**src/rtl/dmem_arbiter.sv**
```systemverilog
// Data-memory arbiter between the CPU MEM stage and a host loader port.
// CPU has priority; a starved host is forced through after STARVE_MAX waits.
module dmem_arbiter #(
    parameter int DW         = 32,
    parameter int AW         = 10,
    parameter int STARVE_MAX = 4
) (
    input  logic          clk,
    input  logic          rstn,
    input  logic          cpu_req,
    input  logic          cpu_we,
    input  logic [AW-1:0] cpu_addr,
    input  logic [DW-1:0] cpu_wdata,
    output logic          cpu_gnt,
    output logic          cpu_rvalid,
    output logic [DW-1:0] cpu_rdata,
    input  logic          host_req,
    input  logic          host_we,
    input  logic [AW-1:0] host_addr,
    input  logic [DW-1:0] host_wdata,
    output logic          host_gnt,
    output logic          host_rvalid,
    output logic [DW-1:0] host_rdata,
    output logic          mem_wr_en,
    output logic [AW-1:0] mem_index,
    output logic [DW-1:0] mem_entry,
    input  logic [DW-1:0] mem_entry_out,
    output logic [3:0]    starve_cnt
);

    localparam logic [3:0] SMAX = 4'(STARVE_MAX);

    logic force_host;
    logic rd_valid;
    logic rd_host;

    // Grant decision: CPU first unless the host has waited its limit.
    always_comb begin
        force_host = (starve_cnt == SMAX) && host_req;
        cpu_gnt    = cpu_req && !force_host;
        host_gnt   = host_req && (!cpu_req || force_host);
    end

    // Route the granted port onto the RAM; writes are blocked during reset.
    always_comb begin
        mem_wr_en = 1'b0;
        mem_index = '0;
        mem_entry = '0;
        unique case (1'b1)
            cpu_gnt: begin
                mem_wr_en = cpu_we;
                mem_index = cpu_addr;
                mem_entry = cpu_wdata;
            end
            host_gnt: begin
                mem_wr_en = host_we;
                mem_index = host_addr;
                mem_entry = host_wdata;
            end
            default: ;
        endcase
        if (!rstn) mem_wr_en = 1'b0;
    end

    // Host wait counter: cleared on grant or withdraw, saturates at the limit.
    always_ff @(posedge clk) begin
        if (!rstn) begin
            starve_cnt <= '0;
        end else if (host_gnt) begin
            starve_cnt <= '0;
        end else if (host_req) begin
            if (starve_cnt != SMAX) starve_cnt <= starve_cnt + 4'd1;
        end else begin
            starve_cnt <= '0;
        end
    end

    // Remember which port owns the load data arriving next cycle.
    always_ff @(posedge clk) begin
        if (!rstn) begin
            rd_valid <= 1'b0;
            rd_host  <= 1'b0;
        end else begin
            rd_valid <= (cpu_gnt && !cpu_we) || (host_gnt && !host_we);
            rd_host  <= host_gnt;
        end
    end

    // Return RAM data only to the owning port; the other sees zeros.
    always_comb begin
        cpu_rvalid  = rd_valid && !rd_host;
        host_rvalid = rd_valid && rd_host;
        cpu_rdata   = cpu_rvalid  ? mem_entry_out : '0;
        host_rdata  = host_rvalid ? mem_entry_out : '0;
    end

endmodule

```
**config.mk**
```make
export PLATFORM = sky130hd
export DESIGN_NAME = dmem_arbiter
export DESIGN_NICKNAME = d
export VERILOG_FILES = /design/src/rtl/dmem_arbiter.sv
export SDC_FILE = /design/constraint.sdc
export NUM_CORES = 1
export LEC_CHECK = 0
export ABC_AREA = 1
export CAP_MARGIN = 10
export CORE_AREA = 2 2 91 93
export CTS_CLUSTER_SIZE = 25
export DETAILED_ROUTE_END_ITERATION = 16
export DIE_AREA = 0 0 93 95
export PLACE_DENSITY = 0.76
export SKIP_LAST_GASP = 1
export SYNTH_ARGS = -nofsm -noshare
export SYNTH_HDL_FRONTEND = slang
export SYNTH_SLANG_ARGS = --single-unit
```
**constraint.sdc**
```tcl
create_clock -name clk -period 2.1 [get_ports clk]
set_input_delay 0.63 -clock clk [delete_from_list [all_inputs] [get_ports clk]]
set_output_delay 0.63 -clock clk [all_outputs]
set_load 0.01 [all_outputs]
```
==> results.rst, run 1 <==
Physical design figures
=======================

.. list-table::
   :header-rows: 1

   * - Metric
     - Value
   * - Critical Path RT
     - 1.47 ns
   * - Clock Tree Buf Depth
     - 2
   * - Basic Gates by Area
     - 63.9%
   * - CP top delay family
     - buffers and inverters
   * - Design Area, Final
     - 3950 sq um
   * - Leading cell type in the layout, fill and taps excluded
     - sky130_fd_sc_hd__clkdlybuf4s50_1
   * - Min Hold Slack
     - 0.619 ns
   * - CP max FO
     - 5
   * - EDFF count, synth
     - 0
   * - Largest net degree at the start of global routing
     - 34
   * - Most frequent cells after synthesis
     - sky130_fd_sc_hd__nand2_1, sky130_fd_sc_hd__nor2_1, sky130_fd_sc_hd__inv_1
   * - H-tree Lvls
     - 1
   * - Top metal layer carrying routed signals
     - met4
   * - Chain of cells forming the critical path
     - inv_2 -> ha_4 -> nand3_4 -> a21boi_4 -> buf_6 -> buf_12 -> clkbuf_16 -> nand2_2 -> nand2_1 -> buf_2
   * - Hold Path End
     - starve_cnt[3]$_SDFFE_PP0P_
   * - Minimum setup slack in the final design
     - -0.210 ns
   * - Setup repair after global routing missed its margin
     - yes
   * - Number of tap instances
     - 105
   * - Final setup violation count
     - 44
   * - Power per cell area
     - 250 nW/um^2
   * - Number of cells after detailed placement
     - 629
   * - Clk Tree Root Cell
     - sky130_fd_sc_hd__clkbuf_8
   * - End of the worst register-to-register path
     - rd_host$_SDFF_PN0_
   * - AND-OR/OR-AND Cells, Area Fraction
     - 3.46%
   * - Area growth from synthesis to layout
     - 195%
   * - Relative max-transition margin
     - 87.3%
   * - Proportion of layout cells with a drive suffix above 1
     - 36.9%
   * - Clk_lat worst skew
     - 0.22 ns
   * - Multi-input gate area
     - 1100 sq um
   * - Worst vdd ir
     - 149 uV
   * - Regs by FF count
     - starve_cnt: 4 flops, rd_host: 1 flops, rd_valid: 1 flops
   * - Antenna Diode Count
     - 0
   * - Crit-path max cell delay
     - 0.31 ns
   * - Outcome
     - complete, but fails checks
   * - Most common cell in the synthesized netlist
     - sky130_fd_sc_hd__nand2_1
   * - Biggest area cells
     - sky130_fd_sc_hd__nand2_1, sky130_fd_sc_hd__nor2_1, sky130_fd_sc_hd__inv_1
   * - Yosys top cell by area
     - sky130_fd_sc_hd__nand2_1
   * - Clock net power
     - 0.000171 W
   * - Port Buf Inserts
     - 236
   * - Logic share of the area
     - 27.9%
   * - Top-Level Pins
     - 237
   * - Die span in x
     - 93 um
   * - Cell count of the worst reg-to-reg path
     - 8
   * - Gpl congestion
     - 0.794
   * - Final count of pins violating max slew
     - 0
   * - Core utilization before placement
     - 16.9%
   * - Classification of the worst-slack hold path
     - flip-flop to flip-flop
   * - Internal cell power
     - 0.000653 W
   * - Tcrit/Tclk final
     - 110%
   * - Post-synthesis async set-or-reset flop share
     - 0%
   * - Std cell rows
     - 33
   * - Clock power share
     - 17.4%
   * - Critical path capture point type
     - output pin
   * - Sequential cell count
     - 6
   * - Failing checks
     - negative setup slack
   * - Hold bufs inserted after CTS
     - 0
   * - Most instantiated logic cells after routing
     - sky130_fd_sc_hd__clkdlybuf4s50_1, sky130_fd_sc_hd__nand2_1, sky130_fd_sc_hd__buf_2
   * - Max stage delay cell, worst path
     - sky130_fd_sc_hd__dfxtp_2
   * - Cell group occupying the most layout area
     - non-clock buffers
   * - Most common flop cell mapped by yosys
     - sky130_fd_sc_hd__dfxtp_1
   * - Vertical extent of the die
     - 95 um
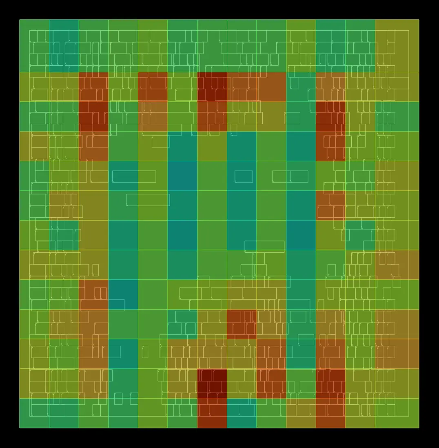
*Congestion heat map, run 1*
total global-route track usage: 17.5%
global routing met1 resource utilization: 18.3%
DR WL/cell: 13.3 um
GR Util met3: 3.59%
met2 track demand over resource: 36.1%

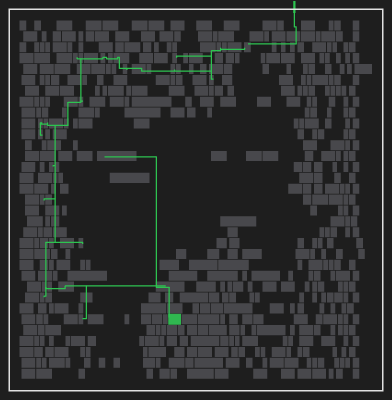
*Wires at chosen ports, followed through buffers, run 1*
Scale: 4 px per um.
- green: cpu_gnt (bits 1; direction output; end cells 1; buffers 2; wire 270 um)

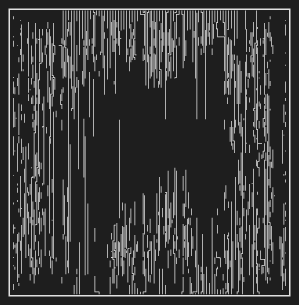
*M2 wires, run 1*
Scale: 3 px per um.
- longest straight run: 72.4 um
- main direction: vertical

==> inputs of run 2 (changes only) <==
--- a/config.mk
+++ b/config.mk
@@ -8,7 +8,6 @@
 export ABC_AREA = 1
 export CAP_MARGIN = 10
 export CORE_AREA = 2 2 91 93
-export CTS_CLUSTER_SIZE = 25
 export DETAILED_ROUTE_END_ITERATION = 16
 export DIE_AREA = 0 0 93 95
 export PLACE_DENSITY = 0.76
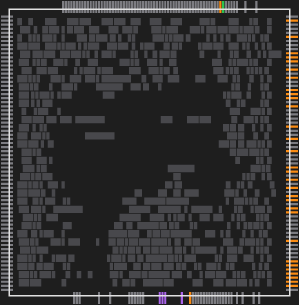
*I/O pins on the die edge, run 2*
Scale: 3 px per um. Pins as bars across the die edge, other pins in grey.
- green: cpu_gnt (pins 1; direction output; edge top)
- orange: cpu_rdata (pins 32; direction output; edge 30 right, 1 top, 1 bottom)
- purple: starve_cnt (pins 4; direction output; edge bottom)
- all pins by edge: 68 right, 68 left, 66 top, 35 bottom

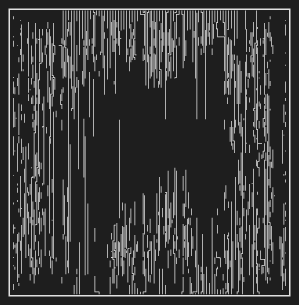
*M2 wires, run 2*
Scale: 3 px per um.
- main direction: vertical
- longest straight run: 72.4 um
- share of all routed wire: 55%
- wire length on this layer: 4760 um

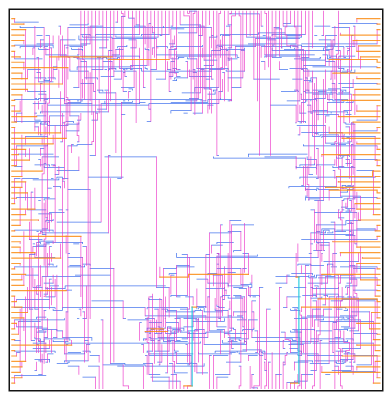
*Wiring by layer, run 2*
Scale: 4 px per um.
- orange: met3 (wire length 719 um)
- cyan: met4 (wire length 46.2 um)
- magenta: met2 (wire length 4760 um)
- blue: met1 (wire length 3090 um)

==> run 2 against run 1 <==
- the run still ends with negative setup slack left
- combinational power barely moved
- clock skew unchanged
- wire length did not move
- non-clock buffer count did not move
- die size is the same
- clock power about the same
- flip-flop count did not move
- sequential share of layout area is the same
- cell count is the same
- critical endpoint unchanged
==> results.rst, run 2 <==
Physical design figures
=======================

.. list-table::
   :header-rows: 1

   * - Metric
     - Value
   * - Clock Tree Buf Depth
     - 2 (unchanged)
   * - Global routing met1 resource utilization
     - 18.3% (unchanged)
   * - Regs by FF count
     - starve_cnt: 4 flops, rd_host: 1 flops, rd_valid: 1 flops (unchanged)
   * - Setup repair after global routing missed its margin
     - yes (unchanged)
   * - Antenna Diode Count
     - 0 (unchanged)
   * - AND-OR/OR-AND Cells, Area Fraction
     - 3.46% (unchanged)
   * - Crit-path max cell delay
     - 0.31 ns (about the same)
   * - Most instantiated logic cells after routing
     - sky130_fd_sc_hd__clkdlybuf4s50_1, sky130_fd_sc_hd__nand2_1, sky130_fd_sc_hd__buf_2 (unchanged)
   * - Total global-route track usage
     - 17.5% (unchanged)
   * - Multi-input gate area
     - 1100 sq um (unchanged)
   * - H-tree Lvls
     - 1 (unchanged)
   * - Top-Level Pins
     - 237 (unchanged)
   * - Number of tap instances
     - 105 (unchanged)
   * - Internal cell power
     - 0.000653 W (unchanged)
   * - Yosys top cell by area
     - sky130_fd_sc_hd__nand2_1 (unchanged)
   * - Post-synthesis async set-or-reset flop share
     - 0% (unchanged)
   * - GR Util met3
     - 3.59% (unchanged)
   * - Die span in x
     - 93 um (unchanged)
   * - Basic Gates by Area
     - 63.9% (unchanged)
   * - Classification of the worst-slack hold path
     - flip-flop to flip-flop (unchanged)
   * - Final setup violation count
     - 44 (unchanged)
   * - Clk Tree Root Cell
     - sky130_fd_sc_hd__clkbuf_8 (unchanged)
   * - Top metal layer carrying routed signals
     - met4 (unchanged)
   * - Met2 track demand over resource
     - 36.1% (unchanged)
   * - Gpl congestion
     - 0.794 (unchanged)
   * - Worst vdd ir
     - 149 uV (unchanged)
   * - Final count of pins violating max slew
     - 0 (unchanged)
   * - Design Area, Final
     - 3950 sq um (unchanged)
   * - Area growth from synthesis to layout
     - 195% (unchanged)
   * - CP max FO
     - 5 (unchanged)
   * - Minimum setup slack in the final design
     - -0.210 ns (unchanged)
   * - Failing checks
     - negative setup slack (unchanged)
   * - EDFF count, synth
     - 0 (unchanged)
   * - Vertical extent of the die
     - 95 um (unchanged)
   * - CP top delay family
     - buffers and inverters (unchanged)
   * - Largest net degree at the start of global routing
     - 34 (unchanged)
   * - Hold bufs inserted after CTS
     - 0 (unchanged)
   * - Clock power share
     - 17.4% (about the same)
   * - Max stage delay cell, worst path
     - sky130_fd_sc_hd__dfxtp_2 (unchanged)
   * - Core utilization before placement
     - 16.9% (unchanged)
   * - Outcome
     - complete, but fails checks (unchanged)
   * - DR WL/cell
     - 13.3 um (unchanged)
### Congestion heat map, run 2

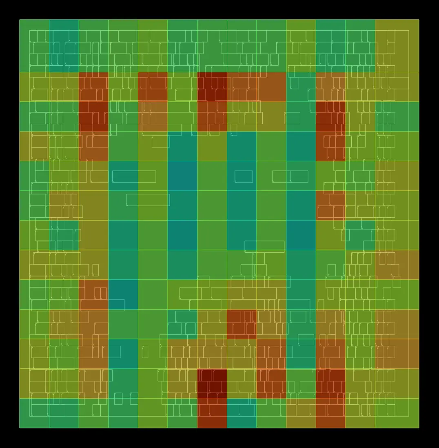

==> inputs of run 3 (changes only) <==
--- a/config.mk
+++ b/config.mk
@@ -7,9 +7,9 @@
 export LEC_CHECK = 0
 export ABC_AREA = 1
 export CAP_MARGIN = 10
-export CORE_AREA = 2 2 91 93
+export CORE_AREA = 2 2 93 95
 export DETAILED_ROUTE_END_ITERATION = 16
-export DIE_AREA = 0 0 93 95
+export DIE_AREA = 0 0 95 97
 export PLACE_DENSITY = 0.76
 export SKIP_LAST_GASP = 1
 export SYNTH_ARGS = -nofsm -noshare
==> constraint.sdc (replaced) <==
create_clock -name clk -period 2 [get_ports clk]
set_input_delay 0.6 -clock clk [delete_from_list [all_inputs] [get_ports clk]]
set_output_delay 0.6 -clock clk [all_outputs]
set_load 0.01 [all_outputs]
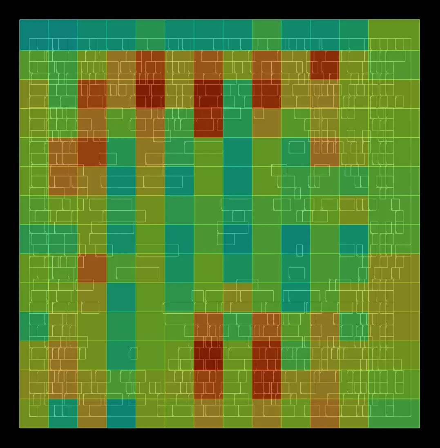
*Congestion heat map, run 3*
GR Util met3: 3.43%
DR WL/cell: 13.6 um
most heavily used metal layer in global routing: met2

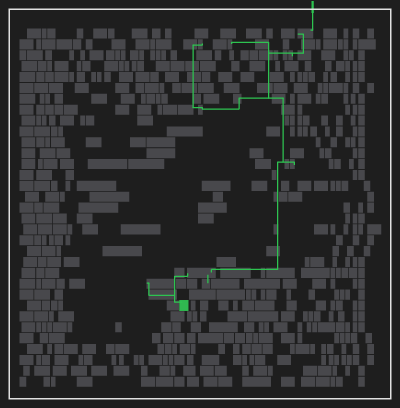
*Wires at chosen ports, followed through buffers, run 3*
Scale: 4 px per um.
- green: cpu_gnt (bits 1; direction output; end cells 1; buffers 2; wire 177 um)

==> run 3 against run 2 <==
- the flow still finishes with violations (negative setup slack)
- non-clock buffer count rose by 5
- clock-buffer cell count is the same
- critical path depth unchanged
- hold slack worse by 0.022 ns
- via count rose by 1.2%
- synthesized area unchanged
- critical path type unchanged
- critical endpoint is now mem_entry[19]
==> results.rst, run 3 <==
Physical design figures
=======================

.. list-table::
   :header-rows: 1

   * - Metric
     - Value
   * - Cell group occupying the most layout area
     - non-clock buffers (unchanged)
   * - Minimum setup slack in the final design
     - -0.231 ns (was -0.210 ns)
   * - Min Hold Slack
     - 0.597 ns (was 0.619 ns)
   * - Global routing met1 resource utilization
     - 17.6% (was 18.3%)
   * - Antenna Diode Count
     - 0 (unchanged)
   * - CP top delay family
     - buffers and inverters (unchanged)
   * - Logic share of the area
     - 29.1% (was 27.9%)
   * - Regs by FF count
     - starve_cnt: 4 flops, rd_host: 1 flops, rd_valid: 1 flops (unchanged)
   * - AND-OR/OR-AND Cells, Area Fraction
     - 3.46% (unchanged)
   * - Clock Tree Buf Depth
     - 2 (unchanged)
   * - Gpl congestion
     - 0.747 (was 0.794)
   * - Final setup violation count
     - 45 (was 44)
   * - Clk_lat worst skew
     - 0.22 ns (about the same)
   * - Most frequent cells after synthesis
     - sky130_fd_sc_hd__nand2_1, sky130_fd_sc_hd__nor2_1, sky130_fd_sc_hd__inv_1 (unchanged)
   * - Clock net power
     - 0.000177 W (was 0.000171 W)
   * - Basic Gates by Area
     - 63.9% (unchanged)
   * - Port Buf Inserts
     - 236 (unchanged)
   * - Die span in x
     - 95 um (was 93 um)
   * - Proportion of layout cells with a drive suffix above 1
     - 43.3% (was 36.9%)
   * - Total global-route track usage
     - 17.8% (was 17.5%)
   * - End of the worst register-to-register path
     - starve_cnt[0]$_SDFFE_PP0P_ (was rd_host$_SDFF_PN0_)
   * - Most instantiated logic cells after routing
     - sky130_fd_sc_hd__clkdlybuf4s50_1, sky130_fd_sc_hd__buf_2, sky130_fd_sc_hd__nand2_1 (was sky130_fd_sc_hd__clkdlybuf4s50_1, sky130_fd_sc_hd__nand2_1, sky130_fd_sc_hd__buf_2)
   * - Cell count of the worst reg-to-reg path
     - 6 (was 8)
   * - Top-Level Pins
     - 237 (unchanged)
   * - Number of cells after detailed placement
     - 629 (unchanged)
   * - Outcome
     - complete, but fails checks (unchanged)
   * - Clock power share
     - 16.1% (was 17.4%)
   * - Hold bufs inserted after CTS
     - 0 (unchanged)
   * - H-tree Lvls
     - 1 (unchanged)
   * - Std cell rows
     - 33 (unchanged)
   * - Crit-path max cell delay
     - 0.32 ns (was 0.31 ns)
   * - Hold Path End
     - starve_cnt[3]$_SDFFE_PP0P_ (unchanged)
   * - Design Area, Final
     - 4190 sq um (was 3950 sq um)
   * - Clk Tree Root Cell
     - sky130_fd_sc_hd__clkbuf_8 (unchanged)
   * - Leading cell type in the layout, fill and taps excluded
     - sky130_fd_sc_hd__clkdlybuf4s50_1 (unchanged)
   * - Relative max-transition margin
     - 87.6% (was 87.3%)
   * - Post-synthesis async set-or-reset flop share
     - 0% (unchanged)
   * - Critical Path RT
     - 1.40 ns (was 1.47 ns)
   * - Yosys top cell by area
     - sky130_fd_sc_hd__nand2_1 (unchanged)
   * - Most common flop cell mapped by yosys
     - sky130_fd_sc_hd__dfxtp_1 (unchanged)
   * - Most common cell in the synthesized netlist
     - sky130_fd_sc_hd__nand2_1 (unchanged)
   * - Number of tap instances
     - 105 (unchanged)
   * - Internal cell power
     - 0.000726 W (was 0.000653 W)
   * - Failing checks
     - negative setup slack (unchanged)
   * - Adder and majority cell fraction of the synthesized area
     - 1.87% (unchanged)
   * - Worst vdd ir
     - 170 uV (was 149 uV)
   * - Tcrit/Tclk final
     - 112%
   * - Chain of cells forming the critical path
     - inv_2 -> ha_4 -> nand4_1 -> nand2_2 -> inv_4 -> buf_12 -> buf_16 -> nand2_2 -> nand2_1 -> buf_2 (was inv_2 -> ha_4 -> nand3_4 -> a21boi_4 -> buf_6 -> buf_12 -> clkbuf_16 -> nand2_2 -> nand2_1 -> buf_2)
   * - Power per cell area
     - 263 nW/um^2 (was 250 nW/um^2)
   * - Classification of the worst-slack hold path
     - flip-flop to flip-flop (unchanged)
   * - Area growth from synthesis to layout
     - 213% (was 195%)
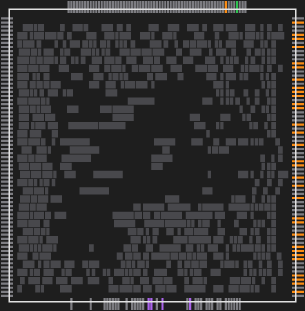
*I/O pins on the die edge, run 3*
Scale: 3 px per um. Pins as bars across the die edge, other pins in grey.
- green: cpu_gnt (pins 1; direction output; edge top)
- orange: cpu_rdata (pins 32; direction output; edge 31 right, 1 top)
- purple: starve_cnt (pins 4; direction output; edge bottom)

Power is estimated from default activity; no workload was simulated.
